==> run_1/floorplan.png <==
Scale bar: 20 µm. Pins as bars on the die edge. Tap cells in gray.
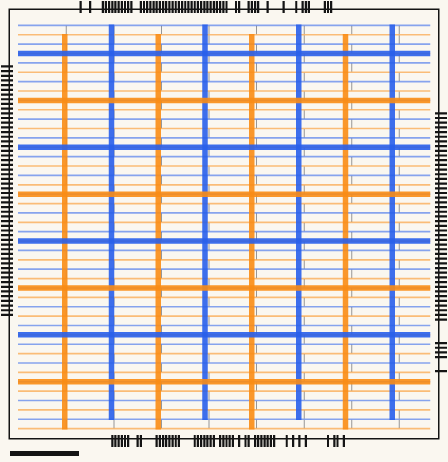
==> run_1/m4.png <==
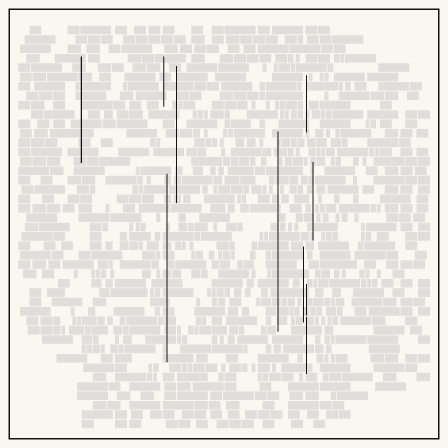
==> run_1/layers.png <==
Two of the layers only.
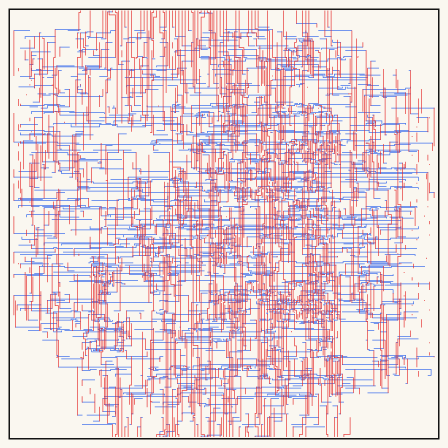
### src/rtl/pc_fetch_pkg.sv
// Shared types and constants for the PC / instruction-fetch controller.
package pc_fetch_pkg;

    typedef enum logic [1:0] {
        BOOT = 2'd0,
        REQ  = 2'd1,
        HOLD = 2'd2,
        HALT = 2'd3
    } state_t;

    localparam logic [1:0]  EXC_EXT      = 2'b00;
    localparam logic [1:0]  EXC_TIMEOUT  = 2'b01;
    localparam logic [1:0]  EXC_MISALIGN = 2'b10;

    localparam logic [31:0] PC_INCR = 32'd4;

endpackage

### src/rtl/fetch_timeout_cnt.sv
// Counts cycles a fetch request has been outstanding; expired flags the bus-error limit.
module fetch_timeout_cnt #(
    parameter logic [7:0] TIMEOUT = 8'd8
) (
    input  logic clk,
    input  logic rst,
    input  logic clr,
    input  logic inc,
    output logic expired
);

    logic [7:0] count;

    // NOTE: sequential state uses non-blocking assignments so every flop samples pre-edge values.
    always_ff @(posedge clk or negedge rst) begin
        if (!rst) begin
            count <= '0;
        end else if (clr) begin
            count <= '0;
        end else if (inc && !expired) begin
            count <= count + 8'd1;
        end
    end

    assign expired = (count == TIMEOUT);

endmodule

### src/rtl/pc_fetch_ctrl.sv
// Owns the architectural PC: fetches from instruction memory, holds the word for decode,
// and applies branch redirects and exception vectoring.
module pc_fetch_ctrl #(
    parameter logic [31:0] RESET_VECTOR = 32'h0000_0000,
    parameter logic [31:0] EXC_VECTOR   = 32'h0000_0080,
    parameter int unsigned TIMEOUT      = 8
) (
    input  logic        clk,
    input  logic        rst,
    output logic        imem_req,
    output logic [31:0] imem_addr,
    input  logic        imem_ack,
    input  logic [31:0] imem_rdata,
    output logic        instr_valid,
    output logic [31:0] instr,
    output logic [31:0] instr_pc,
    input  logic        instr_ready,
    input  logic        redirect_valid,
    input  logic [31:0] redirect_pc,
    input  logic        exc_req,
    input  logic        halt_req,
    output logic        exc_taken,
    output logic [1:0]  exc_cause,
    output logic [31:0] epc,
    output logic        halted
);
    import pc_fetch_pkg::*;

    state_t      state, state_nx;
    logic [31:0] pc, pc_nx;
    logic        take_exc, take_redir, misalign, latch_instr;
    logic [1:0]  cause_nx;
    logic [31:0] epc_nx;
    logic        cnt_clr, cnt_inc, expired;

    fetch_timeout_cnt #(.TIMEOUT(8'(TIMEOUT))) u_timeout (
        .clk     (clk),
        .rst     (rst),
        .clr     (cnt_clr),
        .inc     (cnt_inc),
        .expired (expired)
    );

    // NOTE: every signal driven here gets a default first so no path can infer a latch.
    always_comb begin
        misalign    = redirect_valid && (redirect_pc[1:0] != 2'b00);
        take_exc    = 1'b0;
        cause_nx    = EXC_EXT;
        epc_nx      = pc;
        state_nx    = state;
        pc_nx       = pc;
        latch_instr = 1'b0;

        // An ack arriving on the expiry cycle still completes the fetch.
        if (exc_req) begin
            take_exc = 1'b1;
        end else if (state == REQ && expired && !imem_ack) begin
            take_exc = 1'b1;
            cause_nx = EXC_TIMEOUT;
        end else if (misalign) begin
            take_exc = 1'b1;
            cause_nx = EXC_MISALIGN;
            epc_nx   = redirect_pc;
        end
        take_redir = redirect_valid && !take_exc;

        if (take_exc) begin
            state_nx = REQ;
            pc_nx    = EXC_VECTOR;
        end else if (take_redir) begin
            state_nx = REQ;
            pc_nx    = redirect_pc;
        end else begin
            case (state)
                BOOT: state_nx = REQ;
                REQ: begin
                    if (imem_ack) begin
                        latch_instr = 1'b1;
                        state_nx    = HOLD;
                    end
                end
                HOLD: begin
                    if (instr_ready) begin
                        pc_nx    = pc + PC_INCR;
                        state_nx = halt_req ? HALT : REQ;
                    end
                end
                HALT: if (!halt_req) state_nx = REQ;
                default: state_nx = BOOT;
            endcase
        end

        // The timeout window restarts on every fresh entry into REQ.
        cnt_clr = (state != REQ) || (state_nx != REQ) || take_exc || take_redir;
        cnt_inc = !cnt_clr;
    end

    always_ff @(posedge clk or negedge rst) begin
        if (!rst) begin
            state     <= BOOT;
            pc        <= RESET_VECTOR;
            instr     <= '0;
            instr_pc  <= '0;
            exc_taken <= 1'b0;
            exc_cause <= EXC_EXT;
            epc       <= '0;
        end else begin
            state     <= state_nx;
            pc        <= pc_nx;
            exc_taken <= take_exc;
            if (latch_instr) begin
                instr    <= imem_rdata;
                instr_pc <= pc;
            end
            if (take_exc) begin
                exc_cause <= cause_nx;
                epc       <= epc_nx;
            end
        end
    end

    assign imem_req    = (state == REQ);
    assign imem_addr   = pc;
    assign instr_valid = (state == HOLD);
    assign halted      = (state == HALT);

endmodule

### config.mk
export PLATFORM = sky130hd
export DESIGN_NAME = pc_fetch_ctrl
export DESIGN_NICKNAME = d
export VERILOG_FILES = /design/src/rtl/pc_fetch_pkg.sv /design/src/rtl/fetch_timeout_cnt.sv /design/src/rtl/pc_fetch_ctrl.sv
export SDC_FILE = /design/constraint.sdc
export NUM_CORES = 1
export LEC_CHECK = 0
export CORE_MARGIN = 2
export CORE_UTILIZATION = 47
export DETAILED_ROUTE_END_ITERATION = 12
export PLACE_DENSITY = 0.8
export SYNTH_ARGS = -nofsm -noshare
export SYNTH_HDL_FRONTEND = slang
export SYNTH_HIERARCHICAL = 1
export SYNTH_SLANG_ARGS = --single-unit
### constraint.sdc
create_clock -name clk -period 3.8 [get_ports clk]
set_input_delay 0.76 -clock clk [delete_from_list [all_inputs] [get_ports clk]]
set_output_delay 0.76 -clock clk [all_outputs]
set_load 0.05 [all_outputs]
==> reports/metrics.csv, run 1 <==
metric;value;unit
status;completed;
Top pwr grp;the clock network;
unrepaired setup endpoints after global routing;no;
slew margin rel.;29.7;%
final net count;910;
post-CTS sizing;0;
GPL Wtd Cong;0.886;
register area;0.00353;mm²
dpl cells;997;
fraction of area in multi-input gates;31.6;%
flop and latch count out of synthesis;141;
top-count cell post-synth;dfrtp_1;
half-perimeter wire length after placement;13700;µm
Main synth FF type;dfrtp_1;
first-pass GRT wire length;30700;µm
TNS Setup;0;ps
die height;124;µm
setup bufs post-CTS;0;
mux frac, synth;15.1;%
Finished Core Util;68.9;%
post-synthesis cell count;640;
IO buf count;204;
Synth area leader;dfrtp_1;
Post-synth EDFFs;0;
buffers plus inverters on the worst setup path;2;
clock distribution power;0.00179;W
largest cell class by area;registers;
total clock sinks;141;
part of the power in registers;36.8;%
yosys synthesis warning count;6;
Fmax;306;MHz
r2r startpoint;u_timeout/count[0];
CP Launch Type;flip-flop;
P_leak;4.15;nW
PwrDens;492;mW/mm²
Max stage delay cell, worst path;nand2_2;
syn_nets;714;
comb pwr;0.00121;W
largest net degree at the start of global routing;117;
via density per instance;5.83;
most instantiated logic cells after routing;203 x clkdlybuf4s50_1, 141 x dfrtp_1, 78 x nand2_1;
Clock Tree Root;clkbuf_16;
Die X;124;µm
drt first pass iters;5;
Max rail drop VDD;0.416;mV
fp util;48.5;%
Complex Gates by Area;13.5;%
Synth cell types;62;
Antenna diodes;0;
Slew @ Worst Pin;1050;ps
post-route worst setup slack;528;ps
Critical Setup Path Class;flip-flop to flip-flop;
Yosys chip area;0.00678;mm²
Largest logic family;multiplexers;
worst hold slack;480;ps
tapcell count;180;
yosys stat cell total;640;
Adders+Majority by Area;0.553;%
Clk pin slew, worst setup/hold paths;60;ps
Longest Clk Path Bufs;2;
most numerous logic cell after layout;clkdlybuf4s50_1;
FFs & Latches;141;
CP top delay family;simple AND/OR/NAND/NOR gates;
# hold bufs at CTS;0;
CTS Buf Count;17;
clk_lat worst skew;420;ps
About floorplan.png:
Key: blue = VDD; orange = VSS
180 tap cells. 8 straps on met5. 8 straps on met4. The core has 43 rows. 44 met1 rails follow the rows.

About m4.png:
7 nets have wire on it. The wires run mostly vertical. The layer holds 1.4% of the routed length.

About layers.png:
Key: blue = M1 [wire length 7840 µm]; red = M2 [wire length 9770 µm]
Total Wirelength: 19600 µm
Global Route Usage Sum: 25.8%
Vias: 6004
Routed WL per cell: 19.0 µm

[run 1: flip-flops by register name (all words and copies together), names as in the netlist]
register / cells
u_timeout/count: 8
imem_addr: 32
instr_pc: 32
exc_taken: 1
state: 2
instr: 32
exc_cause: 2
epc: 32
[run 1: layer usage]
layer | up-vias | global-route usage (%) | routed length, µm
li1 | 2709 | - | -
met1 | 2959 | 33.6 | 7840
met2 | 308 | 42.2 | 9770
met3 | 28 | 6.09 | 1680
met4 | 0 | 9.34 | 282
met5 | - | 0 | 0
[run 1: path summary, 6_finish.rpt]
path,to,depth (start not counted)
setup / recovery,epc[2],8
hold / removal,imem_addr[11],1
setup reg to reg,epc[2],8
hold reg to reg,instr_pc[16],2
max in group asynchronous,instr[10],2
min in group clk,instr_pc[16],2
==> run 2: changes to the inputs <==
--- a/config.mk
+++ b/config.mk
@@ -9,6 +9,7 @@
 export CORE_UTILIZATION = 47
 export DETAILED_ROUTE_END_ITERATION = 12
 export PLACE_DENSITY = 0.8
+export RECOVER_POWER = 50
 export SYNTH_ARGS = -nofsm -noshare
 export SYNTH_HDL_FRONTEND = slang
 export SYNTH_HIERARCHICAL = 1
==> run_2/layers.png <==
Two of the layers only.
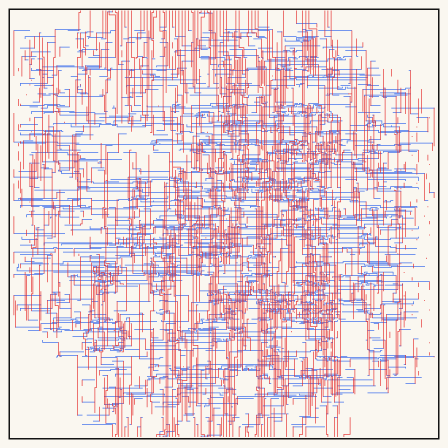
Key: blue = M1 [wire length 7890 µm]; red = M2 [wire length 9810 µm]
Total Wirelength: 19500 µm
Vias: 5979
Routed WL per cell: 19.0 µm

==> reports/metrics.csv, run 2 <==
metric;value;unit
TNS Setup;0;ps
Main synth FF type;dfrtp_1;
crit-path cells;inv_1 > ha_1 > or4b_1 > nor4_1 > nand4bb_1 > nand2_2 > buf_4 > o21ai_0;
Hold EP;instr_pc[16];
Top pwr grp;the clock network;
final net count;910;
slew margin rel.;-90.7;%
most numerous logic cell after layout;clkdlybuf4s50_1;
Yosys chip area;0.00678;mm²
# Max-Cap Violations;1;
FFs & Latches;141;
crit path to;epc[2];
largest net degree at the start of global routing;117;
yosys synthesis warning count;6;
Antenna diodes;0;
P_leak;4.20;nW
Synth cell types;62;
post-synthesis cell count;640;
XOR/XNOR Fraction of Synth Area;0.387;%
worst hold slack;497;ps
Complex Gates by Area;13.5;%
tapcell count;180;
status;finished, violations left;
Hold Vio Cnt, Final;0;
yosys stat cell total;640;
clk_lat worst skew;420;ps
register area;0.00353;mm²
dpl cells;997;
Clock Tree Root;clkbuf_16;
# hold bufs at CTS;0;
R2R depth;8;
total clock sinks;141;
r2r startpoint;u_timeout/count[0];
part of the power in registers;36.9;%
violated checks;max-capacitance violations, max-slew violations;
CTS tree;done;
CP Launch Type;flip-flop;
via density per instance;5.81;
Critical Setup Path Class;flip-flop to flip-flop;
Largest logic family;multiplexers;
Most Crowded Layer GR;met2;
comb pwr;0.00119;W
clock network area share;6.51;%
internal power;0.00325;W
flop share of the area;36.7;%
drt first pass iters;7;
GRT met1 Usage;33.6;%
clock distribution power;0.00179;W
RR Endpoint;epc[2];
Slew @ Worst Pin;2860;ps
top-count cell post-synth;dfrtp_1;
Placement Rows;43;
# DRC;0;
synthesized area;0.00678;mm²
fp util;48.5;%
fraction of area in multi-input gates;31.7;%
layout cell share with drive strength beyond 1;12.6;%
flop and latch count out of synthesis;141;
hold depth;2;
and+or+nand+nor area frac;15.0;%
post-CTS sizing;0;
Adders+Majority by Area;0.553;%
setup bufs post-CTS;0;
total sequential power;0.00174;W
Clk pin slew, worst setup/hold paths;60;ps
crit path from;u_timeout/count[0];
Tcrit/Tclk final;85.8;%
CTS Buf Count;17;
GPL Wtd Cong;0.886;
syn_nets;714;
mux frac, synth;15.1;%
largest cell class by area;registers;
Fmax;307;MHz
fin. max-slew vios;117;
PwrDens;491;mW/mm²
most instantiated logic cells after routing;172 x clkdlybuf4s50_1, 141 x dfrtp_1, 78 x nand2_1;
Synth area leader;dfrtp_1;
antenna violations before repair;0;
first-pass GRT wire length;30700;µm
half-perimeter wire length after placement;13700;µm
Max stage delay cell, worst path;nand2_2;
IO buf count;204;
Global Route Usage Sum;25.8;%
Post-synth EDFFs;0;
met2 Use GR;42.2;%
Longest Clk Path Bufs;2;
unrepaired setup endpoints after global routing;no;
DR iter-0 viols;332;
met3 usage;6.09;%
==> run_2/floorplan.png <==
Scale bar: 20 µm. Pins as bars on the die edge. Tap cells in gray.
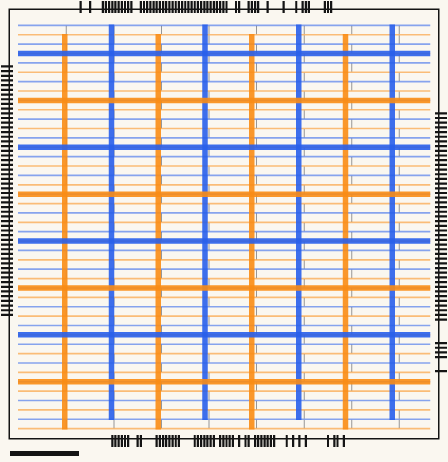
Key: blue = VDD; orange = VSS
The core has 43 rows. 205 signal pins sit on the boundary. 8 straps on met4. 8 straps on met5.
Max rail drop VDD: 0.408 mV
Die X: 124 µm
die height: 124 µm
core box area: 0.0140 mm²

[run 2: cell counts after synthesis]
Identical to the previous run, type by type.
[run 2: worst max-delay path: cells and delay by family (launching register included)]
kind / cells / cell delay [ps]
simple gates: 4 / 1780
flops: 1 / 420
compound gates: 1 / 190
buf+inv: 2 / 560
fa+ha+maj: 1 / 130
[run 2: metal layers]
metal,routed length (µm),vias to the layer above
li1,-,2712
met1,7890,2950
met4,256,0
met2,9810,294
met5,0,-
met3,1570,23
[run 2: per-stage QoR]
step	instance area (µm²)	utilization [%]	setup slack [ps]	total power, W
global placement	9010	64.4	643	0.00295
floorplan	6780	-	1060	0.00248
global route	9620	68.7	270	0.00488
finish	9620	68.7	541	0.00472
detailed placement	9010	64.4	543	0.00297
CTS	9640	68.9	635	0.00477
==> run 3: changes to the inputs <==
--- a/config.mk
+++ b/config.mk
@@ -8,6 +8,7 @@
 export CORE_MARGIN = 2
 export CORE_UTILIZATION = 47
 export DETAILED_ROUTE_END_ITERATION = 12
+export HOLD_SLACK_MARGIN = 0.15
 export PLACE_DENSITY = 0.8
 export RECOVER_POWER = 50
 export SYNTH_ARGS = -nofsm -noshare
==> run_3/m4.png <==
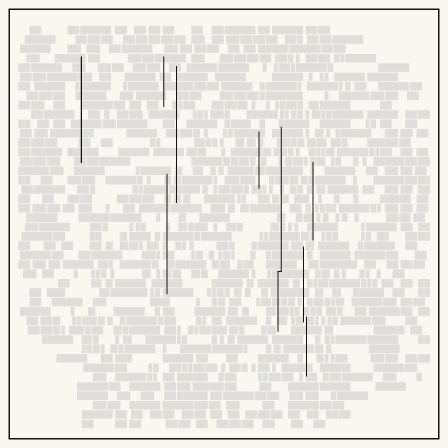
The wires run mostly vertical. The longest straight run is 41.8 µm. The layer carries 257 µm of wire.

==> reports/metrics.csv, run 3 <==
metric;value;unit
Routed WL per cell;19.0;µm
total sequential power;0.00174;W
buffers plus inverters on the worst setup path;2;
post-route worst setup slack;541;ps
Adders+Majority by Area;0.553;%
TNS Setup;0;ps
PwrDens;491;mW/mm²
synthesized area;0.00678;mm²
clock distribution power;0.00179;W
layout cell share with drive strength beyond 1;12.6;%
Complex Gates by Area;13.5;%
crit-path cells;inv_1 > ha_1 > or4b_1 > nor4_1 > nand4bb_1 > nand2_2 > buf_4 > o21ai_0;
GPL Wtd Cong;0.886;
first-pass GRT wire length;30700;µm
die height;124;µm
Placement Rows;43;
flop and latch count out of synthesis;141;
final net count;910;
post-synthesis cell count;640;
# Max-Cap Violations;1;
Yosys chip area;0.00678;mm²
IO buf count;204;
Hold EP;instr_pc[16];
Top pwr grp;the clock network;
Max rail drop VDD;0.408;mV
setup bufs post-CTS;0;
status;finished, violations left;
yosys synthesis warning count;6;
# hold bufs at CTS;0;
Synth area leader;dfrtp_1;
Tcrit/Tclk final;85.8;%
r2r startpoint;u_timeout/count[0];
drt first pass iters;7;
most instantiated logic cells after routing;172 x clkdlybuf4s50_1, 141 x dfrtp_1, 78 x nand2_1;
crit path to;epc[2];
antenna violations before repair;0;
Slew @ Worst Pin;2860;ps
yosys stat cell total;640;
Clock Tree Root;clkbuf_16;
violated checks;max-capacitance violations, max-slew violations;
total clock sinks;141;
Vias;5979;
CTS Buf Count;17;
Critical Setup Path Class;flip-flop to flip-flop;
fin. max-slew vios;117;
Total Wirelength;19500;µm
DR iter-0 viols;332;
XOR/XNOR Fraction of Synth Area;0.387;%
==> run_3/congestion_map.png <==
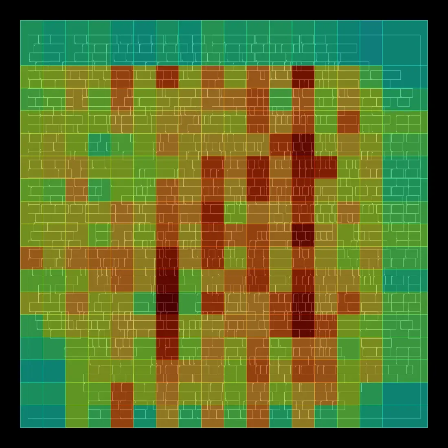
met3 usage: 6.09%
GRT met1 Usage: 33.6%
met2 Use GR: 42.2%

run 3: cell counts after synthesis:
No cell type changed its count.
run 3: per-layer routing:
| metal | GRT usage [%] | wire length (µm) |
|---|---|---|
| met4 | 9.34 | 256 |
| met2 | 42.2 | 9810 |
| met3 | 6.09 | 1570 |
| met5 | 0 | 0 |
| met1 | 33.6 | 7890 |
run 3: cell type report:
| cell class | count | area (µm²) |
|---|---|---|
| multi-input combinational | 443 | 3040 |
| inverter | 17 | 63.8 |
| tap | 180 | 225 |
| clock inverter | 7 | 160 |
| fill | 1051 | 4370 |
| sequential | 141 | 3530 |
| clock buffer | 25 | 465 |
| timing repair buffer | 216 | 2130 |
Power is estimated from default activity; no workload was simulated.
